File: src/rtl/ssc_pkg.sv
// Shared types and mux-select encodings for the selection-sort controller.
package ssc_pkg;

   typedef enum logic [2:0] {
      IDLE      = 3'd0,
      INIT_MIN  = 3'd1,
      COMPARE   = 3'd2,
      READ_TEMP = 3'd3,
      WRITE_I   = 3'd4,
      WRITE_MIN = 3'd5,
      DONE      = 3'd6
   } state_t;

   localparam logic [1:0] AMUX_CNT1 = 2'd0;
   localparam logic [1:0] AMUX_CNT2 = 2'd1;
   localparam logic [1:0] AMUX_MIN  = 2'd2;

   localparam logic DMUX_MIN  = 1'b0;
   localparam logic DMUX_TEMP = 1'b1;

   localparam logic SMUX_CNT1 = 1'b0;
   localparam logic SMUX_CNT2 = 1'b1;

endpackage

File: src/rtl/ssc_counter.sv
// 8-bit index counter with synchronous load and increment enable.
module ssc_counter
   import ssc_pkg::*;
(
   input  logic       Clk,
   input  logic       Rst_N,
   input  logic       Load,
   input  logic [7:0] Load_Val,
   input  logic       Inc,
   output logic [7:0] Count
);

   logic [7:0] cnt_q, cnt_d;

   // Load wins over increment
   always_comb begin
      cnt_d = cnt_q;
      if (Load) begin
         cnt_d = Load_Val;
      end else if (Inc) begin
         cnt_d = cnt_q + 8'd1;
      end
   end

   always_ff @(posedge Clk or negedge Rst_N) begin
      if (!Rst_N) begin
         cnt_q <= 8'd0;
      end else begin
         cnt_q <= cnt_d;
      end
   end

   assign Count = cnt_q;

endmodule

File: src/rtl/ssc_controller.sv
// Selection-sort sequencer: drives indices, mux selects, loads and write strobe.
// Optional cycle counter output Sort_Cycles enabled by `define SSC_PERF_CNT_EN.
module ssc_controller
   import ssc_pkg::*;
#(
   parameter int MEM_DEPTH = 256
) (
   input  logic        Clk,
   input  logic        Rst_N,
   input  logic        Start,
   output logic        Busy,
   output logic        Done,
   output logic        Mem_Write,
   output logic [7:0]  Cnt1_Out,
   output logic [7:0]  Cnt2_Out,
   output logic [1:0]  Sel_AMux,
   output logic        Sel_DMux,
   output logic        Sel_Mux,
   output logic        Load_Min,
`ifdef SSC_PERF_CNT_EN
   output logic [15:0] Sort_Cycles,
`endif
   output logic        Load_Temp
);

   localparam logic [7:0] LAST_J = 8'(MEM_DEPTH - 1);
   localparam logic [7:0] LAST_I = 8'(MEM_DEPTH - 2);

   state_t     state_q, state_d;
   logic       cnt1_load, cnt1_inc, cnt2_load, cnt2_inc;
   logic [7:0] cnt1_val, cnt2_val;
   logic       start_acc;

   always_ff @(posedge Clk or negedge Rst_N) begin
      if (!Rst_N) begin
         state_q <= IDLE;
      end else begin
         state_q <= state_d;
      end
   end

   always_comb begin
      state_d   = state_q;
      Busy      = 1'b0;
      Done      = 1'b0;
      Mem_Write = 1'b0;
      Sel_AMux  = AMUX_CNT1;
      Sel_DMux  = DMUX_MIN;
      Sel_Mux   = SMUX_CNT1;
      Load_Min  = 1'b0;
      Load_Temp = 1'b0;
      cnt1_load = 1'b0;
      cnt1_val  = 8'd0;
      cnt1_inc  = 1'b0;
      cnt2_load = 1'b0;
      cnt2_val  = 8'd0;
      cnt2_inc  = 1'b0;
      start_acc = 1'b0;
      case (state_q)
         IDLE: begin
            if (Start) begin
               start_acc = 1'b1;
               cnt1_load = 1'b1;
               cnt1_val  = 8'd0;
               cnt2_load = 1'b1;
               cnt2_val  = 8'd1;
               state_d   = INIT_MIN;
            end
         end
         INIT_MIN: begin
            Busy     = 1'b1;
            Load_Min = 1'b1;
            state_d  = COMPARE;
         end
         COMPARE: begin
            // j stops at the last address so it never wraps, even at depth 256
            Busy     = 1'b1;
            Sel_AMux = AMUX_CNT2;
            Sel_Mux  = SMUX_CNT2;
            if (Cnt2_Out == LAST_J) begin
               state_d = READ_TEMP;
            end else begin
               cnt2_inc = 1'b1;
            end
         end
         READ_TEMP: begin
            Busy      = 1'b1;
            Load_Temp = 1'b1;
            state_d   = WRITE_I;
         end
         WRITE_I: begin
            Busy      = 1'b1;
            Mem_Write = 1'b1;
            state_d   = WRITE_MIN;
         end
         WRITE_MIN: begin
            Busy      = 1'b1;
            Sel_AMux  = AMUX_MIN;
            Sel_DMux  = DMUX_TEMP;
            Mem_Write = 1'b1;
            if (Cnt1_Out == LAST_I) begin
               state_d = DONE;
            end else begin
               cnt1_inc  = 1'b1;
               cnt2_load = 1'b1;
               cnt2_val  = Cnt1_Out + 8'd2;
               state_d   = INIT_MIN;
            end
         end
         DONE: begin
            Done    = 1'b1;
            state_d = IDLE;
         end
         default: state_d = IDLE;
      endcase
   end

   ssc_counter u_cnt1 (
      .Clk      (Clk),
      .Rst_N    (Rst_N),
      .Load     (cnt1_load),
      .Load_Val (cnt1_val),
      .Inc      (cnt1_inc),
      .Count    (Cnt1_Out)
   );

   ssc_counter u_cnt2 (
      .Clk      (Clk),
      .Rst_N    (Rst_N),
      .Load     (cnt2_load),
      .Load_Val (cnt2_val),
      .Inc      (cnt2_inc),
      .Count    (Cnt2_Out)
   );

`ifdef SSC_PERF_CNT_EN
   logic [15:0] sort_cycles_q, sort_cycles_d;

   // Cleared on Start accept, counts Busy cycles, saturates, holds after Done
   always_comb begin
      sort_cycles_d = sort_cycles_q;
      if (start_acc) begin
         sort_cycles_d = 16'd0;
      end else if (Busy && (sort_cycles_q != 16'hFFFF)) begin
         sort_cycles_d = sort_cycles_q + 16'd1;
      end
   end

   always_ff @(posedge Clk or negedge Rst_N) begin
      if (!Rst_N) begin
         sort_cycles_q <= 16'd0;
      end else begin
         sort_cycles_q <= sort_cycles_d;
      end
   end

   assign Sort_Cycles = sort_cycles_q;
`endif

endmodule

File: config.mk
export PLATFORM = sky130hd
export DESIGN_NAME = ssc_controller
export DESIGN_NICKNAME = d
export VERILOG_FILES = /design/src/rtl/ssc_pkg.sv /design/src/rtl/ssc_counter.sv /design/src/rtl/ssc_controller.sv
export SDC_FILE = /design/constraint.sdc
export NUM_CORES = 1
export LEC_CHECK = 0
export CORE_MARGIN = 2
export CORE_UTILIZATION = 35
export DETAILED_ROUTE_END_ITERATION = 12
export HOLD_SLACK_MARGIN = 0.08
export PLACE_DENSITY = 0.61
export SLEW_MARGIN = 20
export SYNTH_ARGS = -nofsm -noshare
export SYNTH_HDL_FRONTEND = slang
export SYNTH_SLANG_ARGS = --single-unit
File: constraint.sdc
create_clock -name Clk -period 2.5 [get_ports Clk]
set_clock_uncertainty 0.1 [all_clocks]
set_input_delay 0.25 -clock Clk [delete_from_list [all_inputs] [get_ports Clk]]
set_output_delay 0.25 -clock Clk [all_outputs]
set_load 0.01 [all_outputs]
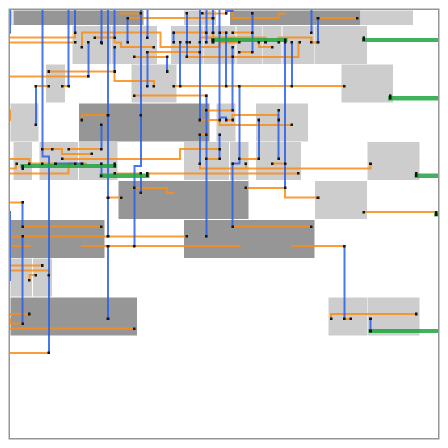
Fig. 1. Close-up of the layout (run 1).
Window x 32 to 62, y 1 to 31 um. Cells in gray, sequential cells in the stronger gray; small squares are vias.
[orange] metal 1
[blue] metal 2
[green] metal 3
netlist names of flops here include: u_cnt2.Count (3), u_cnt1.Count (2)
sequential cells in the window: 5
most frequent: clkdlybuf4s50_1 (5), dfrtp_1 (5), nor2_1 (4)
cells with their middle in the window: 30

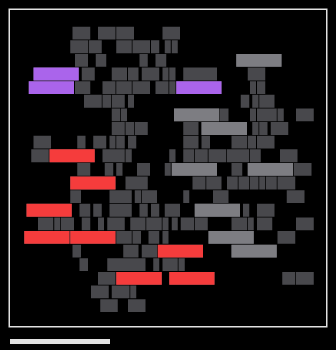
Fig. 2. Where the registers sit (run 1).
The bar under the picture is 20 um long. Other sequential cells in the stronger gray, the rest of the logic in the fainter gray.
[purple] state_q | placed flops: 3
[red] u_cnt1.Count | placed flops: 8

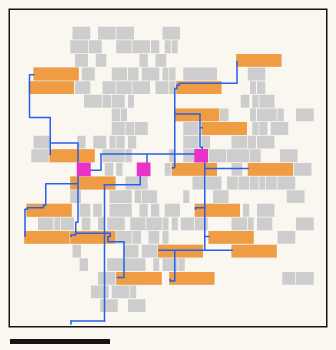
Fig. 3. Clock network drawn from the DEF (run 1).
The bar under the picture is 20 um long.
[blue] clock wires | length: 266 um
[orange] flip-flops | count: 19
[magenta] clock drivers | count: 3
routed clock nets: 4
clock latency reported for the late side of the worst-skew pair: 300 ps
share of power burned in the clock network: 12.2%
clock-net power: 0.159 mW

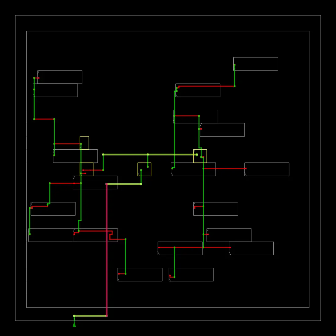
Fig. 4. The clock network (run 1).
clock buf count: 3
number of clock sinks: 19
number of sequential storage elements: 19

==> metrics.log, run 1 <==
[metrics] run summary
[metrics] status: finished, final reports clean
[metrics] worst setup path end: u_cnt1.Count[5]
[metrics] post-synthesis cell type with the largest combined area: sky130_fd_sc_hd__dfrtp_1
[metrics] number of instances in the synthesized netlist: 133
[metrics] share of the yosys chip area belonging to registers: 38.9%
[metrics] number of buffers created by CTS: 3
[metrics] final cycle utilization of the critical path: 88.8%
[metrics] mux share: 0.819%
[metrics] power share of the combinational group: 48.0%
[metrics] comb. cell area: 704 sq um
[metrics] kind of launch point of the worst setup path: flip-flop
[metrics] routed length on met2: 1300 um
[metrics] total cell area reported by yosys after synthesis: 1220 sq um
[metrics] vias in the first global route: 1094
[metrics] EDFF count, synth: 0
[metrics] Total Routing Usage GR: 15.7%
[metrics] Port-buffer cells: 27
[metrics] commonest non-fill, non-tap cells in the layout: 27 x sky130_fd_sc_hd__clkdlybuf4s50_1, 19 x sky130_fd_sc_hd__dfrtp_1, 17 x sky130_fd_sc_hd__nor2_1
[metrics] met2 capacity usage during global routing: 24.7%
[metrics] highest clock frequency the design can meet: 451 MHz
[metrics] crit path max fanout: 13
[metrics] Flop pwr share: 39.8%
[metrics] violation count after the first detailed-routing iteration: 81
[metrics] Data buffer area share: 18.3%
[metrics] clk root buf: sky130_fd_sc_hd__clkbuf_4
[metrics] die extent in y: 63.1 um
[metrics] average wire length per cell after detail routing: 13.4 um
[metrics] Top Ports: 28
[metrics] group with the largest share of power: combinational cells
[metrics] Yosys Instances: 133
[metrics] area of the placeable core: 3340 sq um
[metrics] Yosys cell types: 41
[metrics] switching power summed over all nets: 0.527 mW
[metrics] highest ir drop seen on vdd: 0.000529 V
[metrics] delay of the slowest cell on the worst path: 600 ps
[metrics] tapcells inserted: 46
[metrics] pins over their slew limit: 0
[metrics] number of H-tree levels: 1
[metrics] buffers inserted by post-CTS timing repair: 0
[metrics] async set-reset flop share out of synthesis: 100%
[metrics] routed via count divided by cell count: 5.26
[metrics] number of nets at floorplan: 141
[metrics] post-route minimum period: 2220 ps
[metrics] Largest cells by area: sky130_fd_sc_hd__dfrtp_1 39%, sky130_fd_sc_hd__nor2_1 5.2%, sky130_fd_sc_hd__ha_1 5.1%
[metrics] share of Yosys cell area claimed by the top area cell type: 38.9%
[metrics] detailed-routing iteration count for the pre-antenna-repair pass: 4
[metrics] Area-dominant class: multi-input combinational cells
[metrics] type of the worst setup path: reg -> reg
[metrics] pin count of the biggest net entering global routing: 20
[metrics] Buffers, non-clock: 29
[metrics] Floorplan Utilization: 36.6%
[metrics] M1 wire length: 1330 um
[metrics] post-route cell area: 1560 sq um
[metrics] clock edge transition at the registers on the reported setup and hold paths: 110 ps
[metrics] cts repair resizes: 0
[metrics] post-detailed-route DRC marker count: 0
[metrics] Seq group: 0.519 mW
[metrics] amount of wire on met3 after detailed routing: 105 um
[metrics] Slowest-stage cell, CP: sky130_fd_sc_hd__dfrtp_1
[metrics] cells on worst reg2reg path: 5
[metrics] slack of the worst reg-to-reg path: 280 ps
[metrics] flip-flop and latch count after synthesis: 19
[metrics] layout filler cell count: 336
[metrics] depth of the critical timing path with buffers and inverters included: 5
[metrics] number of signal-net inverters in the final layout: 3
[metrics] worst hold path class: in -> async
[metrics] Cell Count Post-Placement: 202
[metrics] # nets final: 169
[metrics] setup slack after layout: 281 ps
[metrics] chip area: 3980 sq um
[metrics] P_comb: 0.626 mW
[metrics] fraction of area in clock buffers and inverters: 1.76%
[metrics] critical path capture point type: flip-flop
[metrics] number of antenna violations at the first check in global routing: 0
[metrics] max-slew headroom at the worst pin: 71.2%
[metrics] layout-stage area growth over the synthesis result: 27.7%
[metrics] Seq area share: 30.4%
[metrics] peak-usage layer in the global routing report: met2
[metrics] top metal layer carrying routed signals: met4
[metrics] met3 usage in global routing: 2.86%
[metrics] startpoint of the most critical setup path: state_q[0]
[metrics] Final Hold Slack: 175 ps
[metrics] Antenna Cells: 0
[metrics] layout cells sized above 1: 6.88%
[metrics] global-route wire length before repair: 5090 um
[metrics] Horiz. Die Dim: 63.1 um
[metrics] most instantiated logic cell after routing: sky130_fd_sc_hd__clkdlybuf4s50_1
[metrics] endpoints failing setup: 0
[metrics] cts-stage hold buffer count: 0
[metrics] Placed Area: 1530 sq um
[metrics] Layout Cells excl Fill: 206
[metrics] fraction of power spent switching nets: 40.4%
[metrics] DRT Wirelength: 2760 um
[metrics] Max clock buf depth: 2
[metrics] share of the final layout cell area in multi-input gates: 45.1%
[metrics] worst setup slack before clock tree synthesis: 302 ps
[metrics] Synth Cell Area: 1220 sq um
[metrics] clock tree from TritonCTS: yes
[metrics] ordered list of cells on the worst path: and3b_1 -> o21a_1 -> nand3_1 -> or3_1 -> a21oi_1
[metrics] yosys simple share: 26.1%
[metrics] compound-gate portion of the synthesized area: 17.0%
[metrics] area used by sequential logic in the layout: 475 sq um
[metrics] Power Density: 835 nW/um^2
[metrics] design internal power: 0.777 mW
[metrics] routability congestion estimate from global placement: 0.810
[metrics] total number of vias: 1084
[metrics] number of violations of the max-capacitance limit: 0
[metrics] most repeated cell in the gate-level netlist after synthesis: sky130_fd_sc_hd__dfrtp_1
[metrics] adder share: 5.12%
[metrics] Synth top cells by count: 19 x sky130_fd_sc_hd__dfrtp_1, 17 x sky130_fd_sc_hd__nor2_1, 10 x sky130_fd_sc_hd__nand2_1
[metrics] final count of hold timing violations: 0
[metrics] TNS Setup: 0 ps
[metrics] Tightest Pin Transition: 432 ps
[metrics] utilization of the core after routing: 46.8%
[metrics] R2R Path Start: state_q[0]
[metrics] Crit path arrival time: 2350 ps
[metrics] capture instance of the worst register-to-register path: u_cnt1.Count[5]
[metrics] OpenROAD warning count: 28
[metrics] standard-cell row count: 21
[metrics] setup repair after global routing missed its margin: false
[metrics] top comb family, area: simple AND/OR/NAND/NOR gates
[metrics] global route overflow: 0
[metrics] family of cells with the greatest summed delay on the critical path: simple AND/OR/NAND/NOR gates
[metrics] Static Leak: 0.671 nW
[metrics] Crit path required time: 2630 ps
[metrics] overall power: 1.30 mW
==> run 2, diff against run 1 <==
- SKIP_CTS_REPAIR_TIMING: default -> 1
- TNS_END_PERCENT: default -> 5
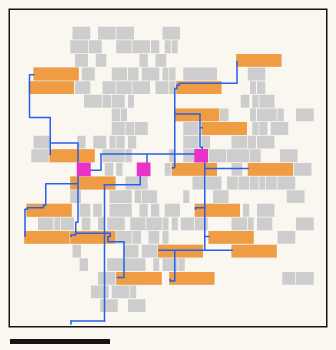
Fig. 5. Clock network drawn from the DEF (run 2).
The bar under the picture is 20 um long.
[blue] clock wires | length: 266 um
[orange] flip-flops | count: 19
[magenta] clock drivers | count: 3
routed clock nets: 4

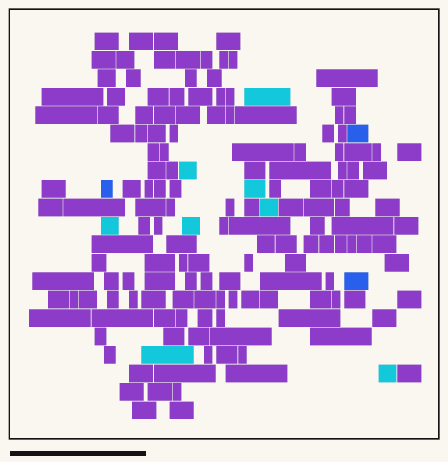
Fig. 6. Sizing map (run 2).
The bar under the picture is 20 um long.
[purple] _0 and _1 cells | cells: 149
[cyan] _3 and _4 cells | cells: 8
[blue] _2 cells | cells: 3

==> run 2 against run 1 <==
  * Final area stayed put
  * Setup slack stayed put
  * Worst hold slack is the same
  * Maximum frequency did not move
  * Die size stayed put
  * Highest routed layer unchanged
==> metrics.log, run 2 <==
[metrics] run summary
[metrics] Crit path arrival time: 2350 ps (about the same)
[metrics] share of Yosys cell area claimed by the top area cell type: 38.9% (unchanged)
[metrics] number of H-tree levels: 1 (unchanged)
[metrics] post-synthesis cell type with the largest combined area: sky130_fd_sc_hd__dfrtp_1
[metrics] TNS Setup: 0 ps (unchanged)
[metrics] layout-stage area growth over the synthesis result: 27.7% (unchanged)
[metrics] startpoint of the most critical setup path: state_q[0]
[metrics] Horiz. Die Dim: 63.1 um (unchanged)
[metrics] met3 usage in global routing: 2.86% (unchanged)
[metrics] routability congestion estimate from global placement: 0.810 (unchanged)
[metrics] number of sequential storage elements: 19 (unchanged)
[metrics] OpenROAD warning count: 28 (unchanged)
[metrics] commonest non-fill, non-tap cells in the layout: 27 x sky130_fd_sc_hd__clkdlybuf4s50_1, 19 x sky130_fd_sc_hd__dfrtp_1, 17 x sky130_fd_sc_hd__nor2_1
[metrics] flip-flop and latch count after synthesis: 19 (unchanged)
[metrics] final cycle utilization of the critical path: 88.8% (unchanged)
[metrics] depth of the critical timing path with buffers and inverters included: 5 (unchanged)
[metrics] die extent in y: 63.1 um (unchanged)
[metrics] layout cells sized above 1: 6.88% (unchanged)
[metrics] Power Density: 835 nW/um^2 (unchanged)
[metrics] clock edge transition at the registers on the reported setup and hold paths: 110 ps (about the same)
[metrics] kind of launch point of the worst setup path: flip-flop
[metrics] critical path capture point type: flip-flop
[metrics] tapcells inserted: 46 (unchanged)
[metrics] Floorplan Utilization: 36.6% (unchanged)
[metrics] yosys simple share: 26.1% (unchanged)
[metrics] clock buf count: 3 (unchanged)
[metrics] fraction of power spent switching nets: 40.4% (unchanged)
[metrics] most repeated cell in the gate-level netlist after synthesis: sky130_fd_sc_hd__dfrtp_1
[metrics] adder share: 5.12% (unchanged)
[metrics] clock-net power: 0.159 mW (about the same)
[metrics] number of antenna violations at the first check in global routing: 0 (unchanged)
[metrics] average wire length per cell after detail routing: 13.4 um (unchanged)
[metrics] slack of the worst reg-to-reg path: 280 ps (about the same)
[metrics] status: finished, final reports clean
[metrics] max-slew headroom at the worst pin: 71.2% (unchanged)
[metrics] number of nets at floorplan: 141 (unchanged)
[metrics] clk root buf: sky130_fd_sc_hd__clkbuf_4
[metrics] Tightest Pin Transition: 432 ps (unchanged)
[metrics] crit path max fanout: 13 (unchanged)
[metrics] DRT Wirelength: 2760 um (unchanged)
[metrics] fraction of area in clock buffers and inverters: 1.76% (unchanged)
[metrics] mux share: 0.819% (unchanged)
[metrics] family of cells with the greatest summed delay on the critical path: simple AND/OR/NAND/NOR gates
[metrics] worst hold path class: in -> async
[metrics] Crit path required time: 2630 ps (about the same)
[metrics] Final Hold Slack: 175 ps (unchanged)
[metrics] EDFF count, synth: 0 (unchanged)
[metrics] clock tree from TritonCTS: yes
[metrics] Synth top cells by count: 19 x sky130_fd_sc_hd__dfrtp_1, 17 x sky130_fd_sc_hd__nor2_1, 10 x sky130_fd_sc_hd__nand2_1
[metrics] switching power summed over all nets: 0.527 mW (unchanged)
[metrics] Antenna Cells: 0 (unchanged)
[metrics] worst setup slack before clock tree synthesis: 302 ps (unchanged)
[metrics] Seq area share: 30.4% (unchanged)
[metrics] Yosys cell types: 41 (unchanged)
[metrics] highest clock frequency the design can meet: 451 MHz (unchanged)
[metrics] power share of the combinational group: 48.0% (about the same)
[metrics] area of the placeable core: 3340 sq um (unchanged)
[metrics] global-route wire length before repair: 5090 um (unchanged)
[metrics] number of instances in the synthesized netlist: 133 (unchanged)
[metrics] post-route minimum period: 2220 ps (unchanged)
==> run 3, diff against run 2 <==
- PLACE_DENSITY: 0.61 -> 0.6
- SYNTH_HIERARCHICAL: default -> 1
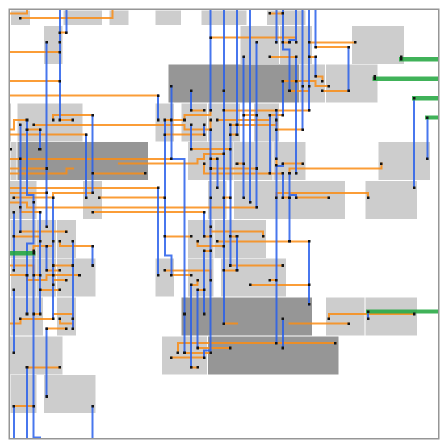
Fig. 7. Close-up of the layout (run 3).
Window x 34 to 64, y 1 to 31 um. Cells in gray, sequential cells in the stronger gray; small squares are vias.
[green] metal 3
[orange] metal 1
[blue] metal 2
netlist names of flops here include: u_cnt2/Count (3), state_q (1)
sequential cells in the window: 4
most frequent: clkdlybuf4s50_1 (9), nand2_1 (8)
cells with their middle in the window: 43

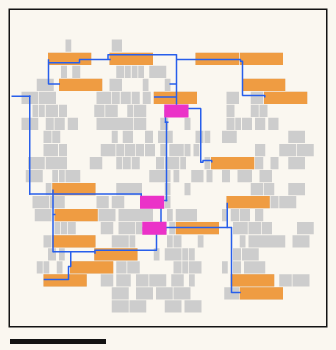
Fig. 8. Clock network drawn from the DEF (run 3).
The bar under the picture is 20 um long.
[blue] clock wires | length: 266 um
[magenta] clock drivers | count: 3
[orange] flip-flops | count: 19
routed clock nets: 4
share of power burned in the clock network: 10.5%
clock latency reported for the late side of the worst-skew pair: 250 ps
clock-net power: 0.212 mW

==> run 3 against run 2 <==
  * Global-route usage up 0.14 points
  * Clock power up 33%
  * Worst hold slack better by 61 ps
  * Via count up 12%
  * Utilization up 1.1 points
  * Clock-buffer cell count up 1
  * Sequential share of layout area down 3.3 points
  * Critical path depth down 3
  * Largest power group unchanged
==> metrics.log, run 3 <==
[metrics] run summary
[metrics] Top Ports: 28
[metrics] startpoint of the most critical setup path: state_q[0]
[metrics] top metal layer carrying routed signals: met4
[metrics] Multi-In Gates: 130
[metrics] Power Density: 1150 nW/um^2 (+38%)
[metrics] remaining antenna violation count after routing: 0
[metrics] number of instances in the synthesized netlist: 157 (+18%)
[metrics] design internal power: 1.15 mW
[metrics] comb. cell area: 811 sq um
[metrics] final cycle utilization of the critical path: 89.3% (+0.57 points)
[metrics] tapcells inserted: 48 (+4.3%)
[metrics] Static Leak: 0.760 nW
[metrics] Synth Cell Area: 1340 sq um
[metrics] clk root buf: sky130_fd_sc_hd__clkbuf_8
[metrics] OpenROAD warning count: 26 (-7.1%)
[metrics] die extent in y: 65.9 um (+4.5%)
[metrics] EDFF count, synth: 0 (unchanged)
[metrics] mean instance size in the synthesized netlist: 8.55 sq um
[metrics] buffering stage count on the worst path with inverters included: 1
[metrics] number of antenna violations at the first check in global routing: 0 (unchanged)
[metrics] met2 capacity usage during global routing: 27.5%
[metrics] Area-dominant class: multi-input combinational cells
[metrics] met1 Track Usage GR: 20.4%
[metrics] max-slew headroom at the worst pin: 66.1% (-5.1 points)
[metrics] Horiz. Die Dim: 65.9 um (+4.5%)
[metrics] total number of vias: 1212
[metrics] adder share: 2.80% (-2.3 points)
[metrics] layout-stage area growth over the synthesis result: 30.5%
[metrics] power share of the combinational group: 59.2% (+11 points)
[metrics] P_comb: 1.20 mW
[metrics] fraction of area in clock buffers and inverters: 2.57% (+0.81 points)
[metrics] clock tree from TritonCTS: yes
[metrics] clock buf count: 4 (+1)
[metrics] Yosys cell types: 33 (-20%)
[metrics] layout cells sized above 1: 9.23% (+2.4 points)
[metrics] Seq area share: 27.1% (-3.3 points)
[metrics] Total Routing Usage GR: 15.8%
[metrics] number of signal-net inverters in the final layout: 6
[metrics] met3 usage in global routing: 1.70% (-1.2 points)
[metrics] peak-usage layer in the global routing report: met2
[metrics] Data buffer area share: 19.3%
[metrics] Commonest flop: sky130_fd_sc_hd__dfrtp_1
[metrics] post-route minimum period: 2230 ps (+14.2 ps)
[metrics] setup slack after layout: 266 ps
[metrics] Antenna Cells: 0 (unchanged)
[metrics] compound-gate portion of the synthesized area: 12.5%
[metrics] layout filler cell count: 376
[metrics] mux share: 1.49% (+0.67 points)
[metrics] utilization of the core after routing: 47.8%
[metrics] area fraction in xor and xnor cells: 7.18%
[metrics] slack of the worst reg-to-reg path: 320 ps (+40 ps)
[metrics] cells on worst reg2reg path: 5
[metrics] number of sequential storage elements: 19 (unchanged)
[metrics] global-route wire length before repair: 5330 um (+4.7%)
[metrics] switching power summed over all nets: 0.874 mW (+66%)
[metrics] detailed-routing iteration count for the pre-antenna-repair pass: 4
[metrics] Placed Area: 1710 sq um
[metrics] Slowest-stage cell, CP: sky130_fd_sc_hd__clkdlybuf4s50_1
[metrics] Cell Count Post-Placement: 239
[metrics] family of cells with the greatest summed delay on the critical path: buffers and inverters
[metrics] share of the final layout cell area in multi-input gates: 46.3%
[metrics] Crit path arrival time: 1880 ps (-470 ps)
[metrics] post-detail-place hpwl: 2340 um
[metrics] Tightest Pin Transition: 508 ps (+75.3 ps)
[metrics] delay of the slowest cell on the worst path: 640 ps
[metrics] Seq group: 0.613 mW
[metrics] type of the worst setup path: reg -> out
[metrics] Synth top cells by count: 27 x sky130_fd_sc_hd__nand2_1, 19 x sky130_fd_sc_hd__dfrtp_1, 14 x sky130_fd_sc_hd__o21ai_0
[metrics] setup repair after global routing missed its margin: false
[metrics] Port-buffer cells: 27
[metrics] violation count after the first detailed-routing iteration: 58
[metrics] critical path capture point type: output pin
[metrics] depth of the critical timing path with buffers and inverters included: 2 (-3)
[metrics] most repeated cell in the gate-level netlist after synthesis: sky130_fd_sc_hd__nand2_1
[metrics] Floorplan Utilization: 36.7% (+0.038 points)
[metrics] Flop pwr share: 30.3%
[metrics] TNS Setup: 0 ps (unchanged)
[metrics] Max clock buf depth: 2
[metrics] total cell area reported by yosys after synthesis: 1340 sq um
[metrics] post-synthesis cell type with the largest combined area: sky130_fd_sc_hd__dfrtp_1
[metrics] share of Yosys cell area claimed by the top area cell type: 35.4% (-3.5 points)
[metrics] global route overflow: 0
[metrics] routed length on met2: 1520 um
[metrics] fraction of power spent switching nets: 43.2% (+2.8 points)
[metrics] area used by sequential logic in the layout: 475 sq um
[metrics] overall power: 2.02 mW
[metrics] average wire length per cell after detail routing: 13.1 um (-2.4%)
[metrics] Layout Cells excl Fill: 243
[metrics] Crit path required time: 2150 ps (-480 ps)
[metrics] chip area: 4350 sq um
[metrics] worst setup path end: Sel_Mux
[metrics] YS warnings: 6
[metrics] highest clock frequency the design can meet: 448 MHz (-0.64%)
[metrics] area of the placeable core: 3660 sq um (+9.7%)
[metrics] highest ir drop seen on vdd: 0.000510 V
[metrics] clock edge transition at the registers on the reported setup and hold paths: 70 ps (-40 ps)
[metrics] Buffers, non-clock: 36
[metrics] kind of launch point of the worst setup path: flip-flop
[metrics] amount of wire on met3 after detailed routing: 106 um
[metrics] yosys simple share: 34.2% (+8.1 points)
[metrics] post-route cell area: 1750 sq um
[metrics] number of violations of the max-capacitance limit: 0
[metrics] flip-flop and latch count after synthesis: 19 (unchanged)
[metrics] ordered list of cells on the worst path: nor3b_1 -> clkdlybuf4s50_1
[metrics] # nets final: 202
[metrics] DRT Wirelength: 3170 um (+15%)
[metrics] status: finished, final reports clean
[metrics] worst hold path class: in -> async
[metrics] Largest cells by area: sky130_fd_sc_hd__dfrtp_1 35%, sky130_fd_sc_hd__nand2_1 7.5%, sky130_fd_sc_hd__o21ai_0 5.2%
[metrics] R2R Path Start: state_q[0]
[metrics] worst setup slack before clock tree synthesis: 344 ps (+42.3 ps)
[metrics] routability congestion estimate from global placement: 0.725 (-10%)
[metrics] Yosys Instances: 157
[metrics] number of H-tree levels: 1 (unchanged)
[metrics] number of buffers created by CTS: 3
[metrics] top comb family, area: simple AND/OR/NAND/NOR gates
[metrics] Final Hold Slack: 235 ps (+60.7 ps)
[metrics] number of clock sinks: 19
[metrics] crit path max fanout: 10 (-3)
[metrics] vias in the first global route: 1184
[metrics] pins over their slew limit: 0
[metrics] M1 wire length: 1510 um
[metrics] pin count of the biggest net entering global routing: 20
[metrics] final count of hold timing violations: 0
[metrics] commonest non-fill, non-tap cells in the layout: 27 x sky130_fd_sc_hd__nand2_1, 27 x sky130_fd_sc_hd__clkdlybuf4s50_1, 19 x sky130_fd_sc_hd__dfrtp_1
Power and IR drop assume default switching activity.
